**src/rtl/ps2_pkg.sv**
```systemverilog
// Shared encodings and scan-code constants for the PS/2 keyboard controller.
package ps2_pkg;

    typedef enum logic {
        F_IDLE = 1'b0,
        F_POP  = 1'b1
    } fetch_state_t;

    typedef enum logic [2:0] {
        P_BASE   = 3'd0,
        P_EXT    = 3'd1,
        P_BRK    = 3'd2,
        P_EXTBRK = 3'd3,
        P_PAUSE  = 3'd4
    } parse_state_t;

    localparam logic [7:0] PFX_EXT    = 8'hE0;
    localparam logic [7:0] PFX_PAUSE  = 8'hE1;
    localparam logic [7:0] PFX_BRK    = 8'hF0;
    localparam logic [2:0] PAUSE_SKIP = 3'd7;
    localparam logic [7:0] KEY_CAPS   = 8'h58;

    // Index 0 = shift, 1 = ctrl, 2 = alt; left side never carries E0
    localparam logic [2:0][7:0] MOD_L_CODE = {8'h11, 8'h14, 8'h12};
    localparam logic [2:0][7:0] MOD_R_CODE = {8'h11, 8'h14, 8'h59};
    localparam logic [2:0]      MOD_R_EXT  = 3'b110;

    function automatic logic is_prefix(input logic [7:0] b);
        return (b == PFX_EXT) || (b == PFX_PAUSE) || (b == PFX_BRK);
    endfunction

    // Keyboard status/handshake bytes that never represent a key
    function automatic logic is_discard(input logic [7:0] b);
        return (b == 8'h00) || (b == 8'hAA) || (b == 8'hEE) ||
               (b == 8'hFA) || (b == 8'hFE) || (b == 8'hFF);
    endfunction

endpackage

```
**src/rtl/ps2_mod_track.sv**
```systemverilog
// Side-resolved modifier and caps-lock tracking, updated on each emitted key event.
module ps2_mod_track
    import ps2_pkg::*;
(
    input  logic       clk,
    input  logic       clrn,
    input  logic       strobe,
    input  logic [7:0] code,
    input  logic       ext,
    input  logic       brk,
    output logic [3:0] mods
);

    logic [2:0] side_any;
    logic       caps_reg;
    logic       caps_held_reg;

    generate
        for (genvar gi = 0; gi < 3; gi++) begin : g_mod
            logic held_l_reg;
            logic held_r_reg;

            always_ff @(posedge clk or negedge clrn) begin
                if (!clrn) begin
                    held_l_reg <= 1'b0;
                    held_r_reg <= 1'b0;
                end else if (strobe) begin
                    if (code == MOD_L_CODE[gi] && !ext)
                        held_l_reg <= !brk;
                    if (code == MOD_R_CODE[gi] && ext == MOD_R_EXT[gi])
                        held_r_reg <= !brk;
                end
            end

            assign side_any[gi] = held_l_reg | held_r_reg;
        end
    endgenerate

    // Typematic repeats of caps keep caps_held set and therefore do not toggle
    always_ff @(posedge clk or negedge clrn) begin
        if (!clrn) begin
            caps_reg      <= 1'b0;
            caps_held_reg <= 1'b0;
        end else if (strobe && code == KEY_CAPS && !ext) begin
            if (brk) begin
                caps_held_reg <= 1'b0;
            end else begin
                caps_held_reg <= 1'b1;
                if (!caps_held_reg)
                    caps_reg <= ~caps_reg;
            end
        end
    end

    assign mods = {caps_reg, side_any[2], side_any[1], side_any[0]};

endmodule

```
**src/rtl/ps2_kbd_ctrl.sv**
```systemverilog
// PS/2 keyboard controller: pops scan bytes from a keyboard FIFO, strips
// prefixes into key events with ack handshake, tracks modifiers and errors.
module ps2_kbd_ctrl
    import ps2_pkg::*;
#(
    parameter bit IGNORE_PAUSE = 1'b1
) (
    input  logic       clk,
    input  logic       clrn,
    input  logic       kb_ready,
    input  logic [7:0] kb_data,
    input  logic       kb_overflow,
    output logic       kb_rdn,
    output logic       ev_valid,
    output logic [7:0] ev_code,
    output logic       ev_ext,
    output logic       ev_break,
    input  logic       ev_ack,
    output logic [3:0] mods,
    output logic       err,
    input  logic       err_clr
);

    fetch_state_t fetch_reg, fetch_next;
    parse_state_t parse_reg, parse_next;
    logic [2:0]   skip_reg, skip_next;
    logic         kb_rdn_reg;
    logic         ev_valid_reg;
    logic [7:0]   ev_code_reg;
    logic         ev_ext_reg;
    logic         ev_break_reg;
    logic         err_reg, err_next;
    logic         pop_go, ovf_hit, proto_err;
    logic         emit, emit_ext, emit_brk;
    logic [7:0]   emit_code;

    // Fetch FSM: kb_data is consumed on the IDLE->POP edge itself
    always_ff @(posedge clk or negedge clrn) begin
        if (!clrn) begin
            fetch_reg  <= F_IDLE;
            kb_rdn_reg <= 1'b1;
        end else begin
            fetch_reg  <= fetch_next;
            kb_rdn_reg <= (fetch_next != F_POP);
        end
    end

    always_comb begin
        fetch_next = fetch_reg;
        case (fetch_reg)
            F_IDLE:  if (pop_go) fetch_next = F_POP;
            F_POP:   fetch_next = F_IDLE;
            default: fetch_next = F_IDLE;
        endcase
    end

    always_comb begin
        ovf_hit = (fetch_reg == F_IDLE) && kb_overflow;
        pop_go  = (fetch_reg == F_IDLE) && kb_ready && !kb_overflow &&
                  (!ev_valid_reg || ev_ack);
    end

    // Parser state register plus event, error and skip state
    always_ff @(posedge clk or negedge clrn) begin
        if (!clrn) begin
            parse_reg    <= P_BASE;
            skip_reg     <= 3'd0;
            err_reg      <= 1'b0;
            ev_valid_reg <= 1'b0;
            ev_code_reg  <= 8'h00;
            ev_ext_reg   <= 1'b0;
            ev_break_reg <= 1'b0;
        end else begin
            parse_reg <= parse_next;
            skip_reg  <= skip_next;
            err_reg   <= err_next;
            if (pop_go && emit) begin
                ev_valid_reg <= 1'b1;
                ev_code_reg  <= emit_code;
                ev_ext_reg   <= emit_ext;
                ev_break_reg <= emit_brk;
            end else if (ev_ack) begin
                ev_valid_reg <= 1'b0;
            end
        end
    end

    always_comb begin
        parse_next = parse_reg;
        skip_next  = skip_reg;
        proto_err  = 1'b0;
        if (ovf_hit) begin
            parse_next = P_BASE;
            skip_next  = 3'd0;
        end else if (pop_go) begin
            case (parse_reg)
                P_BASE: begin
                    if (kb_data == PFX_EXT) begin
                        parse_next = P_EXT;
                    end else if (kb_data == PFX_BRK) begin
                        parse_next = P_BRK;
                    end else if (kb_data == PFX_PAUSE) begin
                        parse_next = P_PAUSE;
                        skip_next  = PAUSE_SKIP;
                    end
                end
                P_EXT: begin
                    if (kb_data == PFX_BRK) begin
                        parse_next = P_EXTBRK;
                    end else begin
                        parse_next = P_BASE;
                        proto_err  = (kb_data == PFX_EXT) || (kb_data == PFX_PAUSE);
                    end
                end
                P_BRK, P_EXTBRK: begin
                    parse_next = P_BASE;
                    proto_err  = is_prefix(kb_data);
                end
                P_PAUSE: begin
                    if (skip_reg <= 3'd1) begin
                        parse_next = P_BASE;
                        skip_next  = 3'd0;
                    end else begin
                        skip_next = skip_reg - 3'd1;
                    end
                end
                default: parse_next = P_BASE;
            endcase
        end
    end

    always_comb begin
        emit      = 1'b0;
        emit_code = kb_data;
        emit_ext  = 1'b0;
        emit_brk  = 1'b0;
        if (pop_go) begin
            case (parse_reg)
                P_BASE:   emit = !is_prefix(kb_data) && !is_discard(kb_data);
                P_EXT: begin
                    emit     = !is_prefix(kb_data);
                    emit_ext = 1'b1;
                end
                P_BRK: begin
                    emit     = !is_prefix(kb_data);
                    emit_brk = 1'b1;
                end
                P_EXTBRK: begin
                    emit     = !is_prefix(kb_data);
                    emit_ext = 1'b1;
                    emit_brk = 1'b1;
                end
                P_PAUSE: begin
                    emit      = (skip_reg <= 3'd1) && !IGNORE_PAUSE;
                    emit_code = PFX_PAUSE;
                end
                default: emit = 1'b0;
            endcase
        end
    end

    // A new error wins over a simultaneous clear
    always_comb begin
        err_next = err_reg;
        if (proto_err || ovf_hit)
            err_next = 1'b1;
        else if (err_clr)
            err_next = 1'b0;
    end

    ps2_mod_track u_mod_track (
        .clk    (clk),
        .clrn   (clrn),
        .strobe (pop_go && emit),
        .code   (emit_code),
        .ext    (emit_ext),
        .brk    (emit_brk),
        .mods   (mods)
    );

    assign kb_rdn   = kb_rdn_reg;
    assign ev_valid = ev_valid_reg;
    assign ev_code  = ev_code_reg;
    assign ev_ext   = ev_ext_reg;
    assign ev_break = ev_break_reg;
    assign err      = err_reg;

endmodule

```
**config.mk**
```make
export PLATFORM = sky130hd
export DESIGN_NAME = ps2_kbd_ctrl
export DESIGN_NICKNAME = d
export VERILOG_FILES = /design/src/rtl/ps2_pkg.sv /design/src/rtl/ps2_mod_track.sv /design/src/rtl/ps2_kbd_ctrl.sv
export SDC_FILE = /design/constraint.sdc
export NUM_CORES = 1
export LEC_CHECK = 0
export ABC_AREA = 1
export CAP_MARGIN = 20
export CORE_MARGIN = 2
export CORE_UTILIZATION = 57
export CTS_CLUSTER_DIAMETER = 150
export CTS_CLUSTER_SIZE = 40
export DETAILED_ROUTE_END_ITERATION = 8
export GPL_TIMING_DRIVEN = 0
export PLACE_DENSITY_LB_ADDON = 0.2
export SYNTH_ARGS = -nofsm -noshare
export SYNTH_HDL_FRONTEND = slang
export SYNTH_HIERARCHICAL = 1
export SYNTH_SLANG_ARGS = --single-unit
```
**constraint.sdc**
```tcl
create_clock -name clk -period 3.28 [get_ports clk]
set_input_delay 0.656 -clock clk [delete_from_list [all_inputs] [get_ports clk]]
set_output_delay 0.656 -clock clk [all_outputs]
set_load 0.1 [all_outputs]
```
run_1/clock_map.png
Drawn at 10 px/um.
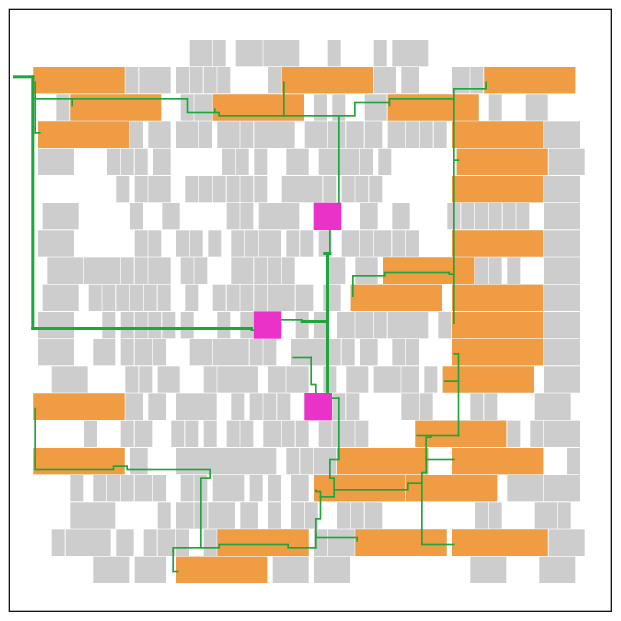
flip-flops -> orange  # count 28
cells driving clock nets -> magenta  # count 3
clock wires -> green  # length 309 um
routed clock nets = 4
Final Skew: 4.278 ps
clock latency on the worst-skew pair: 330 ps
clock share of power: 15.5%

run_1/pdn.png
Drawn at 6 px/um. Pins as bars on the die edge.
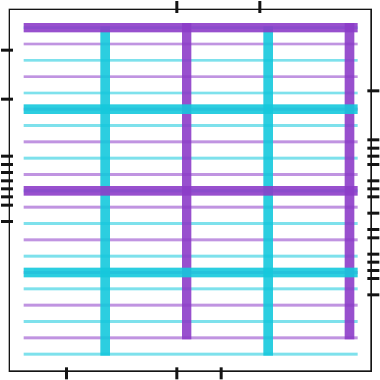
VDD -> purple
VSS -> cyan
rows = 20
signal pins = 31
met1 rails = 21
met5 straps = 4
chip height: 60.07 um
die width: 60.07 um
Max IR drop VDD: 0.2056 mV
core region area: 3028 um2

run_1/final_congestion.png
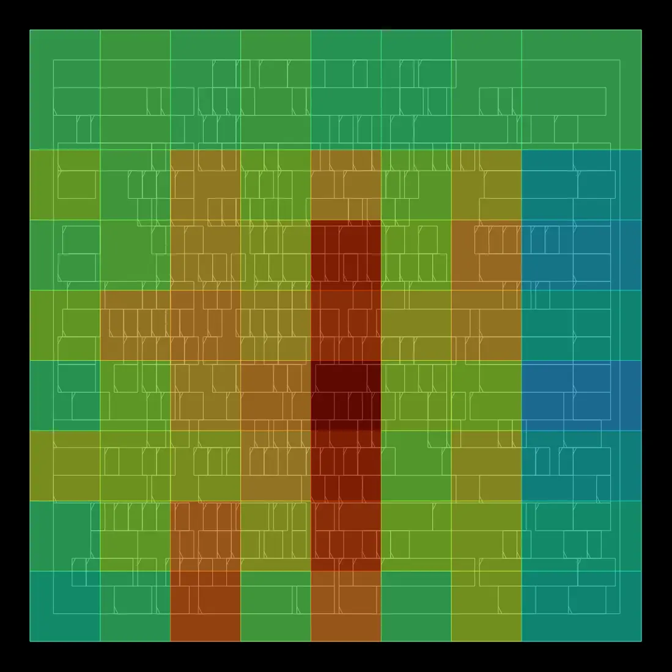
gr usage total: 22.21%
grt met3 use: 2.597%

run_1/registers.png
Drawn at 8 px/um. Other sequential cells in the stronger grey, the rest of the logic in the fainter grey.
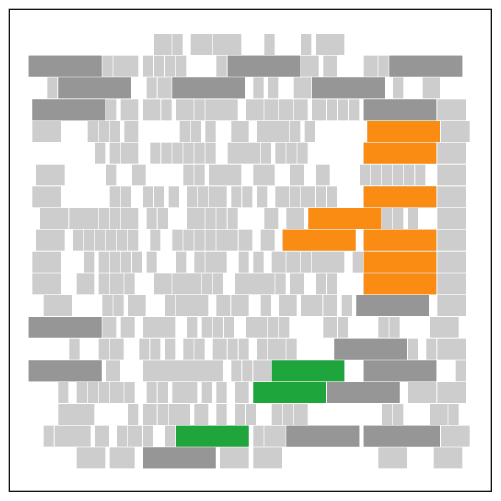
parse_reg -> green  # sequential cells 3
ev_code -> orange  # sequential cells 8, where east
Sequential Area: 701.9 um2
sequential cell area share: 31.75%

==> results_slide.txt, run 1 <==
Flow Results at a Glance

Power
  – Power Dens Cells: 486.3 nW/um2
  – Leak: 1.128 nW

Floorplanning
  – Rows: 20
  – Total die size: 3608 um2
  – I/O pin total: 31
  – Core Util at FP: 59.17%

Layout
  – Most frequent cells in the layout: nand2_1, inv_1, clkdlybuf4s50_1, nor2_1, dfrtp_1
  – Most used logic cell in the final layout: nand2_1
  – Nets: 313

Clocking
  – Setup Buffers After CTS: 0
  – Total CTS buffers: 3
  – H-tree levels: 1
  – Maximum root-to-sink buffer count: 2

Critical path
  – Crit-path max FO: 1
  – Critical path cell sequence: clkdlybuf4s50_1
  – Worst Path Required: 2620 ps
  – CP Capture Type: primary output
  – Startpoint class of the critical path: register
  – Crit Path Category: register to primary output
  – R2r endpoint: u_mod_track/caps_held_reg
  – FF-to-FF path depth: 15

STA
  – Slew headroom: 35.28%
  – Fin. Hold Viols: 0
  – Endpoints failing setup: 0
  – Slew Limit Fails: 0

Detailed routing
  – DRC viols: 0
  – Iteration-0 DRC Markers: 76
  – Routed length per instance: 10.41 um
  – Avg Vias per Cell: just under 5
  – Final wirelength: 3541 um
  – Total number of vias: 1664

Synthesis
  – YS chip area: 1792 um2
  – Syn nets: between 200 and 300
  – Mapped Cells: 261
  – YS warnings: 6
  – Sequential area share after synthesis: 39.18%
  – Ys cells: approximately 260
  – Synth logic family: simple AND/OR/NAND/NOR gates
  – Adder Share, Synth: approximately 1.4%
  – Simple share: 41.83%

Status
  – Status: completed

Global routing
  – GRT Residual Overflow: 0
  – Vias in the first global route: 1422
  – Initial antenna violation count: 0
  – First-pass GRT wire length: between 6000 and 7000 um

Placed design
  – I/O Buffers: 30
  – Final HPWL DP: 2847 um
  – Placer Congestion: 0.9043

Worst hold path
  – Hold Path Depth: 2

Flow run
  – Max_cap viols: 0
-- run 1: cells in the mapped netlist --
cell type  number
o21ai_0         5
nand4_1         9
nand3_2         2
nand2_1        83
dfrtp_1        27
o21ai_1         3
a21oi_1         5
nor2_2          6
or2_2           2
nor2_1         28
nor2_4          6
buf_6           1
xor2_1          1
nand3b_1        1
ha_1            2
buf_2           1
o211ai_1        2
inv_2           6
clkinv_2        1
nor3_1          1
inv_1          40
o21ai_2         2
nand2_2         5
buf_4           2
dfstp_2         1
nand3_1        19
-- run 1: final cells by class --
class	count	area, um2	share of cell area [%]
Timing Repair Buffer	31	327.8	14.83
Inverter	47	177.7	8.036
Clock buffer	4	36.28	1.641
Buffer	4	31.28	1.415
Sequential cell	28	701.9	31.75
Tap cell	44	55.05	2.490
Multi-Input combinational cell	182	880.8	39.84
-- run 1: cell families (layout without fill, tap and decap cells) --
family / after synthesis / count (layout)
buffers and inverters: 51 / 86
DFF: 28 / 28
xor gates and xnor gates: 1 / 1
AOI/OAI and AO/OA: 17 / 17
and+or+nand+nor: 162 / 162
adders and majority gates: 2 / 2
-- run 1: where the power goes --
| group | switching [mW] | total (mW) | internal (mW) | leakage [nW] |
|---|---|---|---|---|
| Combinational | 0.369 | 0.493 | 0.123 | 0.762 |
| Clock | 0.0991 | 0.167 | 0.0680 | 0.0210 |
| Sequential | 0.0252 | 0.415 | 0.390 | 0.345 |
| Total | 0.494 | 1.08 | 0.581 | 1.13 |
-- run 1: how the worst max path moves through the flow --
stage / startpoint / end / slack [ps] / depth (start not counted)
final: kb_rdn / kb_rdn / 630 / 1
after global routing: kb_rdn / kb_rdn / 590 / 1
after CTS: kb_rdn / kb_rdn / 620 / 1
after detailed placement: ev_ack / u_mod_track/caps_held_reg / 490 / 17
after global placement: kb_data[4] / u_mod_track/caps_held_reg / 550 / 17
after floorplan: ev_valid / u_mod_track/caps_held_reg / 970 / 15
-- run 1: layer usage --
metal  vias to the layer above  wire length, um  track usage, %
met4                         0               91           7.302
met2                        53             1539           34.32
met3                        11              160           2.597
met1                       727             1750           32.41
met5                         -                0               0
li1                        873                -               -
-- run 1: through the flow --
step | util (%) | power [mW] | instances | hold slack (ps) | cell area, um2
after CTS | 73.02 | 1.084 | 340 | 492.3 | 2211
after floorplan | - | 0.7905 | 261 | 360.4 | 1792
after global placement | 70.91 | 0.9051 | 335 | 453.5 | 2147
after global routing | 73.02 | 1.132 | 340 | 517.1 | 2211
final | 73.02 | 1.075 | 340 | 489.5 | 2211
after detailed placement | 71.82 | 0.9167 | 336 | 458.1 | 2175
run_1/cell_classes.png
Drawn at 8 px/um. Fill, decap, tap and diode cells in grey.
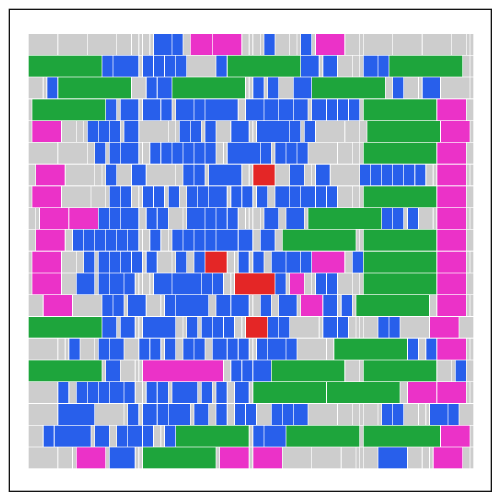

==> run 2, diff against run 1 <==
--- a/config.mk
+++ b/config.mk
@@ -8,7 +8,7 @@
 export ABC_AREA = 1
 export CAP_MARGIN = 20
 export CORE_MARGIN = 2
-export CORE_UTILIZATION = 57
+export CORE_UTILIZATION = 47
 export CTS_CLUSTER_DIAMETER = 150
 export CTS_CLUSTER_SIZE = 40
 export DETAILED_ROUTE_END_ITERATION = 8
==> constraint.sdc (replaced) <==
create_clock -name clk -period 2.4 [get_ports clk]
set_input_delay 0.48 -clock clk [delete_from_list [all_inputs] [get_ports clk]]
set_output_delay 0.48 -clock clk [all_outputs]
set_load 0.1 [all_outputs]
run_2/cell_classes.png
Drawn at 8 px/um. Fill, decap, tap and diode cells in grey.
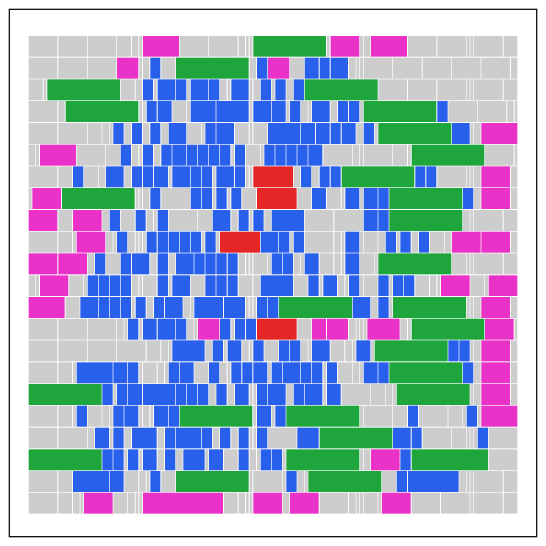
flip-flops -> green  # cells 28, share of their area 32%
all other logic -> blue  # cells 229, share of their area 48%
clock drivers and dummy loads -> red  # cells 4, share of their area 2.5%
other buffers and delay cells -> magenta  # cells 37, share of their area 18%
design area: 2282 um2
sequential cell area share: 30.76%
Final Util: 62.34%
core region area: 3661 um2

run_2/registers.png
Drawn at 8 px/um. Other sequential cells in the stronger grey, the rest of the logic in the fainter grey.
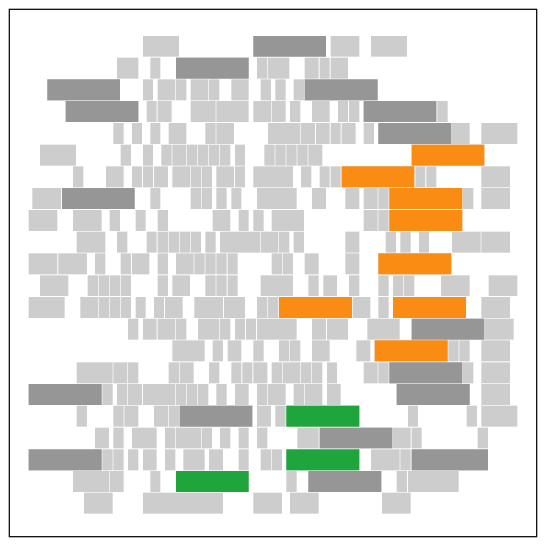
parse_reg -> green  # sequential cells 3
ev_code -> orange  # sequential cells 8, where east
P_seq: 0.567 mW

==> results_slide.txt, run 2 <==
Flow Results at a Glance

Status
  – Status: completed

Detailed routing
  – Avg Vias per Cell: 4.740 (-3.2%)
  – Iteration-0 DRC Markers: 71 (-6.6%)
  – Final wirelength: 3528 um (-0.37%)

Critical path
  – Crit Path Category: register to primary output
  – Worst Path Required: 1920 ps (-700 ps)
  – CP Capture Type: primary output
  – Critical path cell sequence: clkdlybuf4s50_1

Synthesis
  – Leading cell type by number of instances after synthesis: nand2_1
  – Flip-flops with a built-in enable: 0 (unchanged)
  – Simple share: 41.83% (unchanged)
  – Ys cells: 261 (unchanged)
  – Syn nets: 277 (unchanged)
  – Top cells by count: nand2_1, inv_1, nor2_1
  – YS warnings: 6 (unchanged)
  – Adder Share, Synth: 1.397% (unchanged)
  – Dominant flop cell: dfrtp_1

Placed design
  – Placer Congestion: 0.8892 (-1.7%)

Global routing
  – First-pass GRT wire length: 6210 um (+1.7%)
  – GRT Residual Overflow: 0 (unchanged)

STA
  – Endpoints failing setup: 0 (unchanged)
  – Slew Limit Fails: 0 (unchanged)
  – Slew headroom: 35.48% (+0.20 points)

Power
  – Pwr Total: 1.532 mW (+43%)
  – Power Dens Cells: 671.5 nW/um2 (+38%)

Clocking
  – Total CTS buffers: 3 (unchanged)

Floorplanning
  – Chip height: 65.74 um (+9.4%)
run_2/clock_map.png
Drawn at 8 px/um.
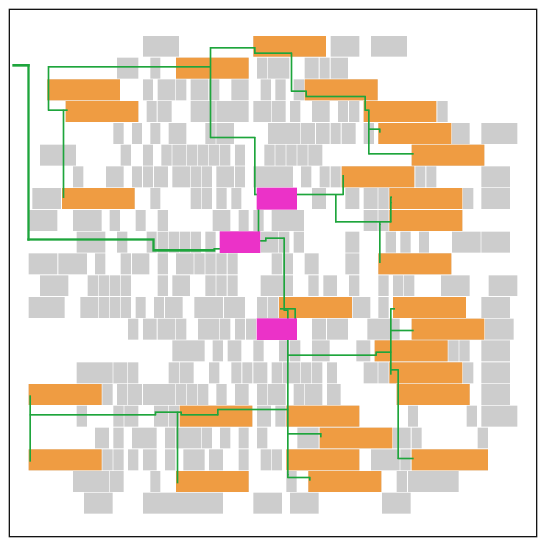
clock wires -> green  # length 330 um
cells driving clock nets -> magenta  # count 3
flip-flops -> orange  # count 28
flops lie = all over the die
clock share of power: 18.7%
clock latency on the worst-skew pair: 270 ps

-- run 2: cell counts after synthesis --
No cell type changed its count.
-- run 2: metal layers --
layer,vias to the layer above,global-route usage (%),share of wire (%),wire length [um]
met5,-,0,0,0
met4,0,4.688,0.60,21
met3,2,1.541,4.1,144
met2,36,29.17,44,1554
met1,723,26.62,51,1808
li1,879,-,-,-
-- run 2: timing repair --
action / CTS / global route
hold endpoints to repair: 0 / 0
endpoints found under the setup margin: 0 / 7
setup buffers: 0 / 2
gates resized: 0 / 13
-- run 2: path summary, 6_finish.rpt --
check	start	to	slack, ps	cells after the start
worst max-delay path	ev_code[3]	ev_code[3]	140	1
worst min-delay path	ev_code[4]	ev_code[4]	470	2
worst max register to register	parse_reg[0]	u_mod_track/caps_held_reg	450	15
worst min register to register	ev_code[4]	ev_code[4]	470	2
max in group asynchronous	clrn	kb_rdn	1290	2
min in group asynchronous	clrn	u_mod_track/g_mod[0].held_r_reg	560	1
-- run 2: cell families (layout without fill, tap and decap cells) --
family	after synthesis	in the layout
AND-OR/OR-AND	17	17
XOR/XNOR	1	1
adder cells (fa/ha/maj)	2	2
buffers and inverters	51	88
flip-flops	28	28
AND/OR/NAND/NOR	162	162
-- run 2: area by class of cell --
cell class | count | area, um2 | area share (%)
flip-flops and latches | 28 | 701.9 | 30.76
multi-input cells | 182 | 898.4 | 39.36
clock buffers | 4 | 55.05 | 2.412
inverters | 47 | 177.7 | 7.785
plain buffers | 4 | 31.28 | 1.371
repair buffers | 33 | 357.8 | 15.68
well taps | 48 | 60.06 | 2.632
-- run 2: tightest hold or removal path: stages, from the launching register on --
cell     delay, ps
dfrtp_1        350
nand2_1         50
nand2_1         40
-- run 2: metrics by stage --
stage	TNS, ps	std cells	cell area (um2)	utilization [%]	setup WS [ps]
5_1_grt	-39.00	346	2282	62.34	-21.30
3_3_place_gp	-397.0	339	2152	58.78	-159.9
4_1_cts	0	344	2235	61.04	3.758
3_5_place_dp	-483.7	340	2180	59.54	-180.2
6_report	0	346	2282	62.34	141.8
2_1_floorplan	0	261	1792	-	88.63
-- run 2: report_power, final --
group	switching, mW	leakage [nW]	internal, mW
sequential	0.0342	0.345	0.533
clock	0.140	0.0288	0.147
combinational	0.507	0.798	0.172
total	0.681	1.17	0.852
==> run 3, diff against run 2 <==
--- a/config.mk
+++ b/config.mk
@@ -13,6 +13,7 @@
 export CTS_CLUSTER_SIZE = 40
 export DETAILED_ROUTE_END_ITERATION = 8
 export GPL_TIMING_DRIVEN = 0
+export MAX_ROUTING_LAYER = met4
 export PLACE_DENSITY_LB_ADDON = 0.2
 export SYNTH_ARGS = -nofsm -noshare
 export SYNTH_HDL_FRONTEND = slang
==> constraint.sdc (replaced) <==
create_clock -name clk -period 2.4 [get_ports clk]
set_input_delay 0.24 -clock clk [delete_from_list [all_inputs] [get_ports clk]]
set_output_delay 0.24 -clock clk [all_outputs]
set_load 0.1 [all_outputs]
run_3/pdn.png
Drawn at 6 px/um. Pins as bars on the die edge.
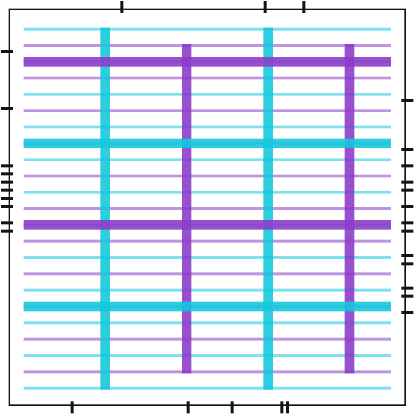
VSS -> cyan
VDD -> purple
rows = 22
signal pins = 31
Max IR drop VDD: 0.2698 mV
chip height: 65.74 um

run_3/registers.png
Drawn at 8 px/um. Other sequential cells in the stronger grey, the rest of the logic in the fainter grey.
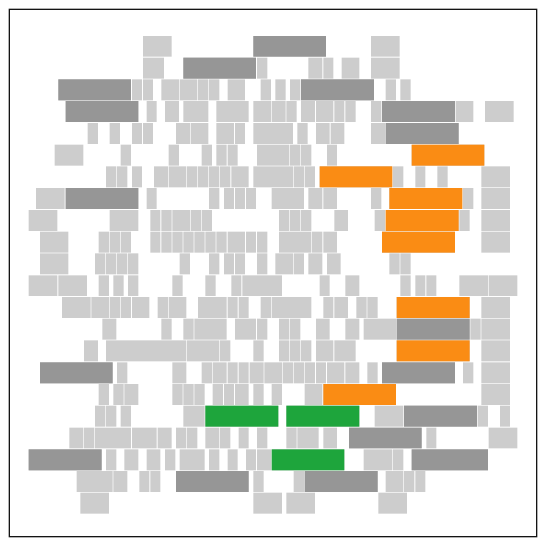
parse_reg -> green  # sequential cells 3
ev_code -> orange  # sequential cells 8
not coloured = 17
Final Util: 61.04%
sequential cell area share: 31.41%

==> results_slide.txt, run 3 <==
Flow Results at a Glance

Synthesis
  – Syn nets: 277 (unchanged)
  – Flip-flops with a built-in enable: 0 (unchanged)
  – YS warnings: 6 (unchanged)
  – Simple share: 41.83% (unchanged)
  – Ys cells: 261 (unchanged)
  – Top cells by count: nand2_1, inv_1, nor2_1
  – Dominant flop cell: dfrtp_1
  – Leading cell type by number of instances after synthesis: nand2_1

Clocking
  – CTS tree: yes
  – Total CTS buffers: 3 (unchanged)
  – Setup Buffers After CTS: 0 (unchanged)
  – Post-CTS Hold Fix Bufs: 0
  – Clock latency on the worst-skew pair: 270 ps (about the same)
  – Post_cts resized: 0 (unchanged)

Status
  – Status: completed

Placed design
  – Placer Congestion: 0.8748 (-1.6%)
  – DP Cell Count: 340 (unchanged)
  – Worst slack at placement: 42.42 ps (+222.7 ps)

Detailed routing
  – Iteration-0 DRC Markers: 87 (+23%)
  – Final wirelength: 3425 um (-2.9%)
  – Avg Vias per Cell: 4.613 (-2.7%)

Layout
  – Share of cells above drive strength 1: 13.51%
  – Most used logic cell in the final layout: nand2_1

Critical path
  – Critical path cell sequence: clkdlybuf4s50_1
  – Buffers and inverters on the worst path: 1
  – CP Capture Type: primary output
  – Crit Path Category: register to primary output
  – Worst Path Required: 2160 ps (+240 ps)

STA
  – Endpoints failing setup: 0 (unchanged)
  – Slew Limit Fails: 0 (unchanged)
  – Fin Setup TNS: 0 ps (unchanged)
  – Worst setup margin: 250.6 ps (+108.9 ps)

Global routing
  – Vias in the first global route: ~1400
  – First-pass GRT wire length: 6258 um (+0.77%)
  – GRT Residual Overflow: 0 (unchanged)

Power
  – Power Dens Cells: 682.1 nW/um2 (+1.6%)
  – Pwr Total: 1.524 mW (-0.54%)
run_3/cell_classes.png
Drawn at 8 px/um. Fill, decap, tap and diode cells in grey.
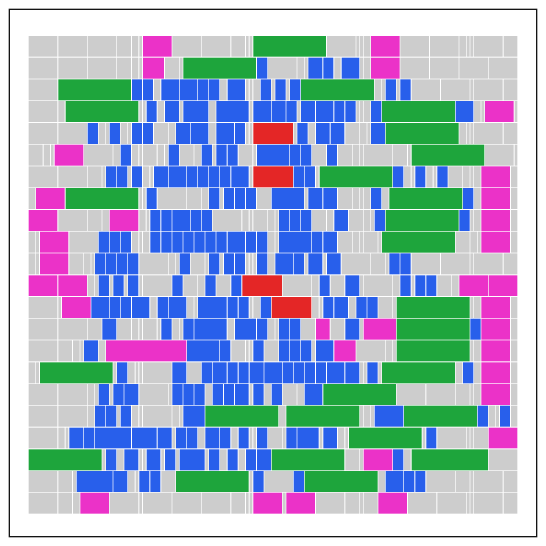
flip-flops -> green  # cells 28, share of their area 32%
all other logic -> blue  # cells 229, share of their area 49%
clock drivers and dummy loads -> red  # cells 4, share of their area 2.5%
other buffers and delay cells -> magenta  # cells 35, share of their area 17%
design area: 2235 um2
Rows: 22

[run 3: cell families (layout without fill, tap and decap cells)]
| logic type | count (synthesis) | count (layout) |
|---|---|---|
| flops | 28 | 28 |
| fa+ha+maj | 2 | 2 |
| xor+xnor | 1 | 1 |
| buf+inv | 51 | 86 |
| simple gates | 162 | 162 |
| compound gates | 17 | 17 |
[run 3: layout make-up]
class | count | area (um2)
repair buffers | 31 | 327.8
clock buffers | 4 | 55.05
inverters | 47 | 177.7
multi-input cells | 182 | 880.8
flip-flops and latches | 28 | 701.9
well taps | 48 | 60.06
fillers | 344 | 1426
plain buffers | 4 | 31.28
[run 3: worst paths after layout]
path                             from                         to  slack (ps)  cells past startpoint
max                            kb_rdn                     kb_rdn         250                      1
min                              clrn                skip_reg[1]         310                      1
max reg2reg                  ev_valid  u_mod_track/caps_held_reg         390                     15
min reg2reg                ev_code[2]                 ev_code[2]         480                      2
max in group asynchronous        clrn                     kb_rdn        1530                      2
min in group clk           ev_code[2]                 ev_code[2]         480                      2
[run 3: layer usage]
layer / wire length, um / share of wire, % / global-route usage (%) / up-vias
met5: 0 / 0 / - / -
met4: 27 / 0.79 / 5.469 / 0
met3: 137 / 4.0 / 2.055 / 2
met2: 1463 / 43 / 29.17 / 31
met1: 1796 / 52 / 26.78 / 681
li1: - / - / - / 873
[run 3: where the power goes]
| part | internal, mW | switching, mW |
|---|---|---|
| clock network | 0.147 | 0.136 |
| registers | 0.533 | 0.0339 |
| logic | 0.169 | 0.506 |
[run 3: per-stage QoR]
stage | hold slack, ps | util, % | area, um2
6_report | 312.1 | 61.04 | 2235
5_1_grt | 331.4 | 61.04 | 2235
4_1_cts | 322.9 | 61.04 | 2235
3_5_place_dp | 458.6 | 59.54 | 2180
3_3_place_gp | 454.8 | 58.78 | 2152
2_1_floorplan | -55.59 | - | 1792
No activity file was given, so power comes from the tool's default toggle rates.
